**Run 1: local utilization**

17 x 17 tiles, from black (low) to pale yellow (high), 0 to 100% covered.
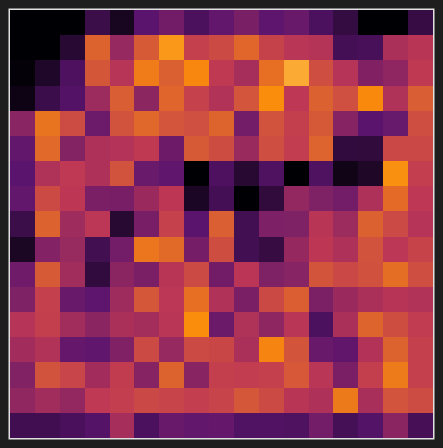
**Run 1: placed cells, one colour a class**

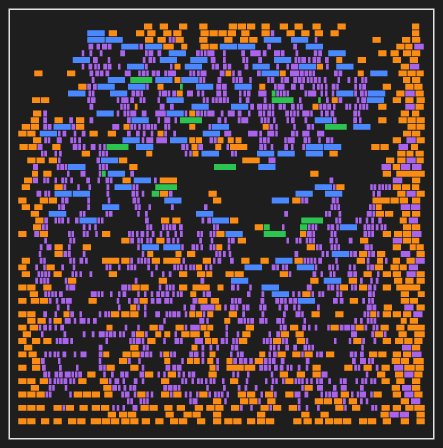
**Run 1: register map, names as in the netlist**

Other sequential cells in the stronger grey, the rest of the logic in the fainter grey.
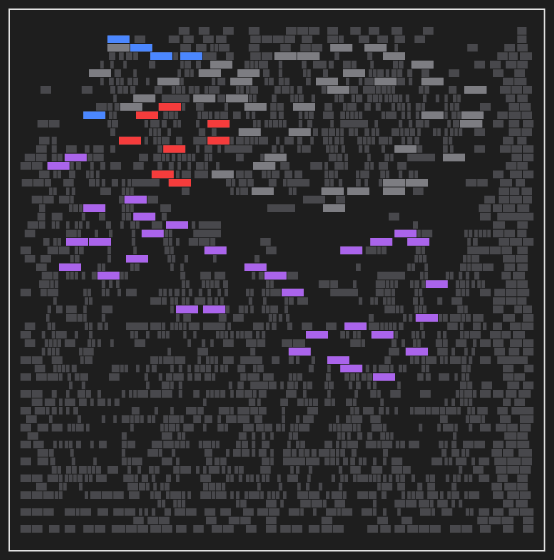
**config.mk**
```make
export PLATFORM = sky130hd
export DESIGN_NAME = msrv32_wb_stage_unit
export DESIGN_NICKNAME = d
export VERILOG_FILES = /design/src/rtl/msrv32_wb_stage_unit.sv
export SDC_FILE = /design/constraint.sdc
export NUM_CORES = 1
export LEC_CHECK = 0
export ABC_AREA = 1
export CAP_MARGIN = 20
export CORE_AREA = 3 3 169 171
export CTS_CLUSTER_DIAMETER = 120
export DETAILED_ROUTE_END_ITERATION = 8
export DIE_AREA = 0 0 172 174
export RECOVER_POWER = 25
export SLEW_MARGIN = 40
export SYNTH_ARGS = -nofsm -noshare
export SYNTH_HDL_FRONTEND = slang
export SYNTH_SLANG_ARGS = --single-unit
```
**constraint.sdc**
```tcl
create_clock -name clk_in -period 2.35 [get_ports clk_in]
set_input_delay 0.5875 -clock clk_in [delete_from_list [all_inputs] [get_ports clk_in]]
set_output_delay 0.5875 -clock clk_in [all_outputs]
set_load 0.01 [all_outputs]
```
**src/rtl/msrv32_wb_stage_unit.sv**
```systemverilog
// Registered msrv32 write-back stage: N-source mux, valid/ready handshake,
// load-wait FSM with timeout, registered register-file write port and retire counter.
module msrv32_wb_stage_unit #(
  parameter int XLEN     = 32,
  parameter int NUM_SRC  = 8,
  parameter int SEL_W    = 3,
  parameter int LU_SEL   = 1,
  parameter int MAX_WAIT = 15
) (
  input  logic                    clk_in,
  input  logic                    rst_in,
  input  logic                    valid_in,
  output logic                    ready_out,
  input  logic [SEL_W-1:0]        wb_mux_sel_in,
  input  logic [4:0]              rd_addr_in,
  input  logic                    rf_wr_en_in,
  input  logic [NUM_SRC*XLEN-1:0] src_bus_in,
  input  logic                    lu_valid_in,
  input  logic                    flush_in,
  input  logic                    alu_src_in,
  input  logic [XLEN-1:0]         rs2_in,
  input  logic [XLEN-1:0]         imm_in,
  output logic [XLEN-1:0]         alu_2nd_src_mux_out,
  output logic                    wb_valid_out,
  output logic                    wb_wr_en_out,
  output logic [4:0]              wb_rd_addr_out,
  output logic [XLEN-1:0]         wb_data_out,
  output logic                    load_timeout_out,
  output logic [31:0]             retire_cnt_out
);

  typedef enum logic {IDLE, WAIT_LD} state_t;

  localparam logic [7:0] WAIT_LAST = 8'(MAX_WAIT - 1);

  state_t          state;
  logic [7:0]      wait_cnt;
  logic [4:0]      ld_rd;
  logic            ld_wr_en;
  logic [XLEN-1:0] sel_data;
  logic [XLEN-1:0] lu_data;
  logic            is_load;

  assign alu_2nd_src_mux_out = alu_src_in ? rs2_in : imm_in;
  assign ready_out = (state == IDLE) && !rst_in;
  assign is_load   = (wb_mux_sel_in == SEL_W'(LU_SEL));
  assign lu_data   = src_bus_in[LU_SEL*XLEN +: XLEN];

  // Out-of-range selects fall through to source 0.
  always_comb begin
    sel_data = src_bus_in[0 +: XLEN];
    for (int unsigned k = 1; k < NUM_SRC; k++) begin
      if (wb_mux_sel_in == SEL_W'(k)) sel_data = src_bus_in[k*XLEN +: XLEN];
    end
  end

  always_ff @(posedge clk_in) begin
    if (rst_in) begin
      state            <= IDLE;
      wait_cnt         <= '0;
      ld_rd            <= '0;
      ld_wr_en         <= 1'b0;
      wb_valid_out     <= 1'b0;
      wb_wr_en_out     <= 1'b0;
      wb_rd_addr_out   <= '0;
      wb_data_out      <= '0;
      load_timeout_out <= 1'b0;
      retire_cnt_out   <= '0;
    end else begin
      wb_valid_out     <= 1'b0;
      wb_wr_en_out     <= 1'b0;
      load_timeout_out <= 1'b0;
      case (state)
        IDLE: begin
          if (valid_in && !flush_in) begin
            if (is_load && !lu_valid_in) begin
              state    <= WAIT_LD;
              wait_cnt <= '0;
              ld_rd    <= rd_addr_in;
              ld_wr_en <= rf_wr_en_in;
            end else begin
              wb_valid_out   <= 1'b1;
              wb_wr_en_out   <= rf_wr_en_in && (rd_addr_in != 5'd0);
              wb_rd_addr_out <= rd_addr_in;
              wb_data_out    <= sel_data;
              retire_cnt_out <= retire_cnt_out + 32'd1;
            end
          end
        end
        WAIT_LD: begin
          // Flush beats returning load data, which beats the timeout.
          if (flush_in) begin
            state <= IDLE;
          end else if (lu_valid_in) begin
            state          <= IDLE;
            wb_valid_out   <= 1'b1;
            wb_wr_en_out   <= ld_wr_en && (ld_rd != 5'd0);
            wb_rd_addr_out <= ld_rd;
            wb_data_out    <= lu_data;
            retire_cnt_out <= retire_cnt_out + 32'd1;
          end else if (wait_cnt == WAIT_LAST) begin
            state            <= IDLE;
            load_timeout_out <= 1'b1;
          end else begin
            wait_cnt <= wait_cnt + 8'd1;
          end
        end
        default: state <= IDLE;
      endcase
    end
  end

endmodule

```
==> results.rst, run 1 <==
Physical design figures
=======================

.. list-table::
   :header-rows: 1

   * - Metric
     - Value
   * - Outcome
     - finished clean
   * - Endpoint type of the worst setup path
     - output port
   * - Asr flop ratio synth
     - 0%
   * - Average via count per standard cell
     - roughly 4.8
   * - Number of antenna violations at the first check in global routing
     - 13
   * - Layout overhead on the synthesized area
     - 77.7%
   * - Area-dominant cell class after layout
     - non-clock buffers
   * - Pin count of the biggest net entering global routing
     - ~55
   * - Placed wire-length estimate
     - 33600 um
   * - Startpoint type of the worst setup path
     - input pin
   * - Origin of the critical flop-to-flop path
     - state$_SDFF_PP0_
   * - Global routing met2 resource utilization
     - 50.3%
   * - Non-clock inverter total of the final layout
     - approximately 85
   * - Proportion of power drawn by combinational gates
     - between 30% and 40%
   * - Max Clk Rate
     - approximately 430 MHz
   * - Beginning of the critical path
     - rs2_in[26]
   * - Yosys aoi share
     - 11.6%
   * - Fraction of area in registers
     - a little over an eighth
   * - Remaining antenna violation count
     - 0
   * - Fa+ha+maj area frac
     - less than 1%
   * - Placeable Area
     - 0.0270 mm^2
   * - First-pass GRT wire length
     - slightly below 60000 um
About 'local utilization':
densest ninth of the die	top middle
mean over tiles	41%
nearly empty tiles	3.8%

About 'placed cells, one colour a class':
class	colour	cells	share of their area
registers	blue	87	14%
remaining logic cells	purple	1134	42%
remaining buffers and delay cells	orange	520	42%
clock drivers and dummy loads	green	16	2.2%

About 'register map, names as in the netlist':
signal	colour	sequential cells
wb_data_out	purple	32
wb_rd_addr_out	blue	5
wait_cnt	red	8

-- run 1: stage by stage --
step	util, %	instances	hold WS (ns)	power (mW)	area (um^2)
final	47.5	2109	0.454	4.57	12800
after global placement	46.2	2079	0.439	3.28	12500
after CTS	47.3	2098	0.455	4.65	12800
after floorplan	-	1293	0.430	2.20	7230
after detailed placement	46.2	2079	0.445	3.27	12500
after global routing	47.5	2109	0.481	4.83	12800
-- run 1: metal layers --
layer,vias up,routed length [um]
met4,4,1740
met5,-,34
met2,450,21600
met3,89,3000
met1,4629,14300
li1,5053,-
-- run 1: final timing paths --
check | depth (start not counted) | slack, ns | endpoint
max | 3 | 0.009 | alu_2nd_src_mux_out[26]
min | 2 | 0.45 | ld_wr_en$_SDFFE_PP0P_
max reg2reg | 10 | 0.48 | retire_cnt_out[8]$_SDFFE_PP0P_
min reg2reg | 2 | 0.45 | ld_wr_en$_SDFFE_PP0P_
-- run 1: state kept, by name, indices dropped and copies added, names as in the netlist --
register and count:
wb_wr_en_out 1, retire_cnt_out 32, state 1, wait_cnt 8, wb_data_out 32, ld_wr_en 1, wb_rd_addr_out 5, wb_valid_out 1
ld_rd 5, load_timeout_out 1
-- run 1: critical path, stage by stage --
cell,delay [ns]
sky130_fd_sc_hd__clkdlybuf4s50_1,0.43
sky130_fd_sc_hd__mux2_2,0.27
sky130_fd_sc_hd__clkdlybuf4s50_1,0.47
-- run 1: placed cells by master (no fill, tap or decap), drive strengths merged, types with 25 or more instances in the layout --
master / count
nand2: 451
clkdlybuf4s50: 382
nor2: 224
nand3: 92
dfxtp: 87
inv: 84
buf: 79
a21oi: 76
o21ai: 47
or2: 39
mux2: 32
dlygate4sd3: 32
nor3: 25
-- run 1: timing repair --
item	in CTS	in global routing
cloned	2	0
buffers inserted	1	0
resized	25	13
setup endpoints to repair	33	39
**Run 1: drive-strength map**

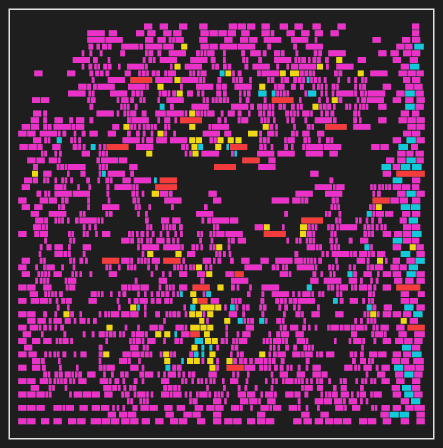

==> run 2, diff against run 1 <==
--- a/config.mk
+++ b/config.mk
@@ -6,11 +6,13 @@
 export NUM_CORES = 1
 export LEC_CHECK = 0
 export ABC_AREA = 1
+export ABC_CLOCK_PERIOD_IN_PS = 2350
 export CAP_MARGIN = 20
 export CORE_AREA = 3 3 169 171
 export CTS_CLUSTER_DIAMETER = 120
 export DETAILED_ROUTE_END_ITERATION = 8
 export DIE_AREA = 0 0 172 174
+export PLACE_DENSITY_LB_ADDON = 0.25
 export RECOVER_POWER = 25
 export SLEW_MARGIN = 40
 export SYNTH_ARGS = -nofsm -noshare
**Run 2: drive-strength map**

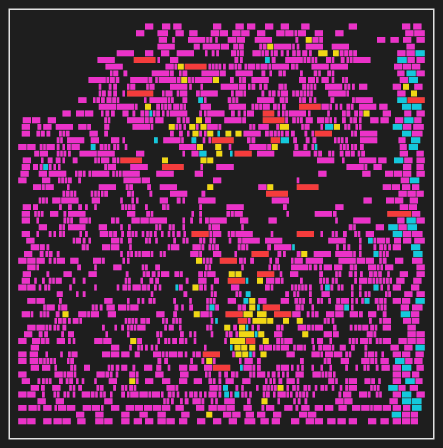
size	colour	cells	share
x3 and x4	yellow	65	3.7%
x2	cyan	67	3.8%
x1 and smaller	magenta	1587	91%
x6 and larger	red	29	1.7%

**Run 2: routing congestion**

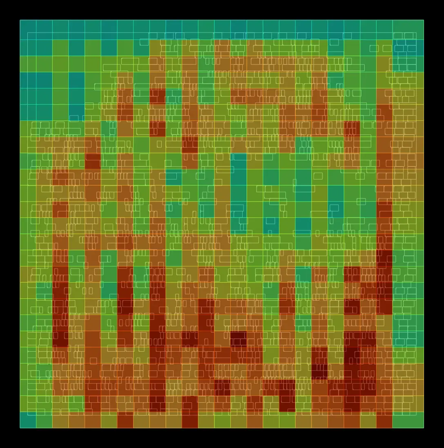
global routing met2 resource utilization: 47.5%
final standard cell utilization of the core: 47.6%
total routing resource utilization after global routing: 25.8%
most used routing layer: met2
met3 demand-to-capacity share in global routing: 7.25%

**Run 2: local utilization**

17 x 17 tiles, from black (low) to pale yellow (high), 0 to 100% covered.
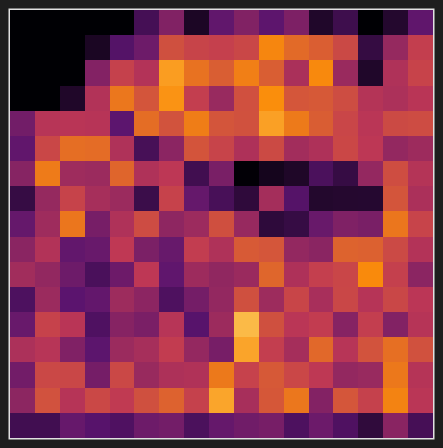
tiles over 75% full	2.4%
densest ninth of the die	top middle
mean over tiles	42%

==> run 2 against run 1 <==
Effect of this change:
- global-route usage shrank 0.43 points
- clock power up 4%
- critical path depth is the same
- design area rose by 0.31%
- area after synthesis did not move
==> results.rst, run 2 <==
Physical design figures
=======================

.. list-table::
   :header-rows: 1

   * - Metric
     - Value
   * - Layout overhead on the synthesized area
     - 78.2%
   * - Asr flop ratio synth
     - 0% (unchanged)
   * - Average via count per standard cell
     - 4.82 (-0.53%)
   * - Register-to-Register Setup Slack
     - 0.47 ns (about the same)
   * - Met3 wire len
     - 3270 um (+9.1%)
   * - Delay of the slowest cell on the worst path
     - 0.47 ns (about the same)
   * - CP bufs+invs
     - 2 (unchanged)
   * - Detailed-routing iteration count for the pre-antenna-repair pass
     - 5
   * - Number of buffers added to fix hold violations after cts
     - 0
   * - Most frequent cell on the critical path
     - sky130_fd_sc_hd__clkdlybuf4s50_1
   * - Dominant logic cell types in the final layout
     - sky130_fd_sc_hd__nand2_1, sky130_fd_sc_hd__clkdlybuf4s50_1, sky130_fd_sc_hd__nor2_1
   * - Total of cells resized after clock tree synthesis
     - 29 (+16%)
   * - First-pass GRT wire length
     - 58600 um (-1.3%)
   * - Worst Reg-to-Reg Cells
     - 9 (-1)
   * - Met2 wire length
     - 20900 um (-3.0%)
   * - Finished Layout Cells
     - 2103 (-0.28%)
   * - Placeable Area
     - 0.0270 mm^2 (unchanged)
   * - Endpoint type of the worst setup path
     - output port
   * - TritonCTS clock tree
     - yes
   * - Max Clk Rate
     - 430 MHz (+0.70%)
   * - Origin of the critical flop-to-flop path
     - retire_cnt_out[0]$_SDFFE_PP0P_
   * - Beginning of the critical path
     - rs2_in[8]
   * - Chip area estimate from yosys synthesis
     - approximately 0.0072 mm^2
   * - Regs by FF count
     - retire_cnt_out (32), wb_data_out (32), wait_cnt (8)
   * - Final hold slack
     - 0.456 ns (+0.00174 ns)
   * - Cells along the critical path
     - clkdlybuf4s50_1 -> mux2_2 -> clkdlybuf4s50_1
   * - CP required
     - approximately 1.8 ns
   * - Outcome
     - finished clean
   * - Setup fix buffers added after clock tree synthesis
     - 0 (-1)
   * - Top Metal Used
     - met4
   * - Pin count of the biggest net entering global routing
     - 36 (-35%)
   * - Met1 routed wirelength after detailed routing
     - 14100 um (-1.3%)
   * - Placed instance count
     - 2072 (-0.34%)
   * - Startpoint type of the worst setup path
     - input pin
   * - Proportion of power drawn by combinational gates
     - 35.9% (-0.7 points)
   * - Reg2reg end
     - retire_cnt_out[28]$_SDFFE_PP0P_
   * - Design Area, Final
     - 0.0129 mm^2 (+0.31%)
   * - CP delay by family, top
     - buffers and inverters
   * - Sum of internal, switching and leakage power
     - 4.62 mW (+1.1%)
   * - Critical Path Slowest Stage Cell
     - sky130_fd_sc_hd__clkdlybuf4s50_1
   * - Crit path setup slack, layout
     - roughly 0.025 ns
   * - Final Critical Period
     - 2.32 ns
   * - Most frequent logic cell in the layout
     - sky130_fd_sc_hd__nand2_1
   * - Post-detailed-placement cell area
     - 0.0125 mm^2 (about the same)
   * - Placed wire-length estimate
     - 33700 um (+0.51%)
   * - Worst Max-Slew Pin Slew
     - roughly 0.8 ns
   * - Number of antenna violations at the first check in global routing
     - 14 (+1)
   * - Unique masters post-synth
     - 35
   * - Remaining antenna violation count
     - 0 (unchanged)
==> run 2: cell counts after synthesis <==
Identical to the previous run, type by type.
==> run 2: cells by family after synthesis <==
family          share of synthesized area, %
simple gates                            48.5
buf+inv                                 8.43
compound gates                          11.6
flops                                   24.1
mux                                     4.99
xor+xnor                                1.94
fa+ha+maj                              0.520
==> run 2: power by group through the flow <==
stage | clock network, mW | registers, mW | logic [mW]
detailed placement | 0 | 1.59 | 1.69
floorplan | 0 | 1.60 | 0.602
finish | 1.41 | 1.55 | 1.66
global route | 1.52 | 1.56 | 1.82
global placement | 0 | 1.59 | 1.69
CTS | 1.45 | 1.55 | 1.68
==> run 2: worst min path at each step <==
stage / endpoint / start / cells after the start / slack, ns
4_1_cts: ld_wr_en$_SDFFE_PP0P_ / ld_wr_en$_SDFFE_PP0P_ / 2 / 0.46
2_1_floorplan: ld_wr_en$_SDFFE_PP0P_ / ld_wr_en$_SDFFE_PP0P_ / 2 / 0.43
3_3_place_gp: ld_wr_en$_SDFFE_PP0P_ / ld_wr_en$_SDFFE_PP0P_ / 2 / 0.44
5_1_grt: ld_wr_en$_SDFFE_PP0P_ / ld_wr_en$_SDFFE_PP0P_ / 2 / 0.48
3_5_place_dp: ld_wr_en$_SDFFE_PP0P_ / ld_wr_en$_SDFFE_PP0P_ / 2 / 0.45
6_report: ld_wr_en$_SDFFE_PP0P_ / ld_wr_en$_SDFFE_PP0P_ / 2 / 0.46
==> run 2: final cells by class <==
class / instances / area (um^2) / area share [%]
timing repair buffer: 513 / 5150 / 40.0
tap: 341 / 427 / 3.31
inverter: 85 / 319 / 2.48
clock buffer: 11 / 243 / 1.88
multi-input combinational: 1049 / 4920 / 38.2
sequential: 87 / 1740 / 13.5
clock inverter: 3 / 45.0 / 0.350
antenna: 14 / 35.0 / 0.272
Power is estimated from default activity; no workload was simulated.
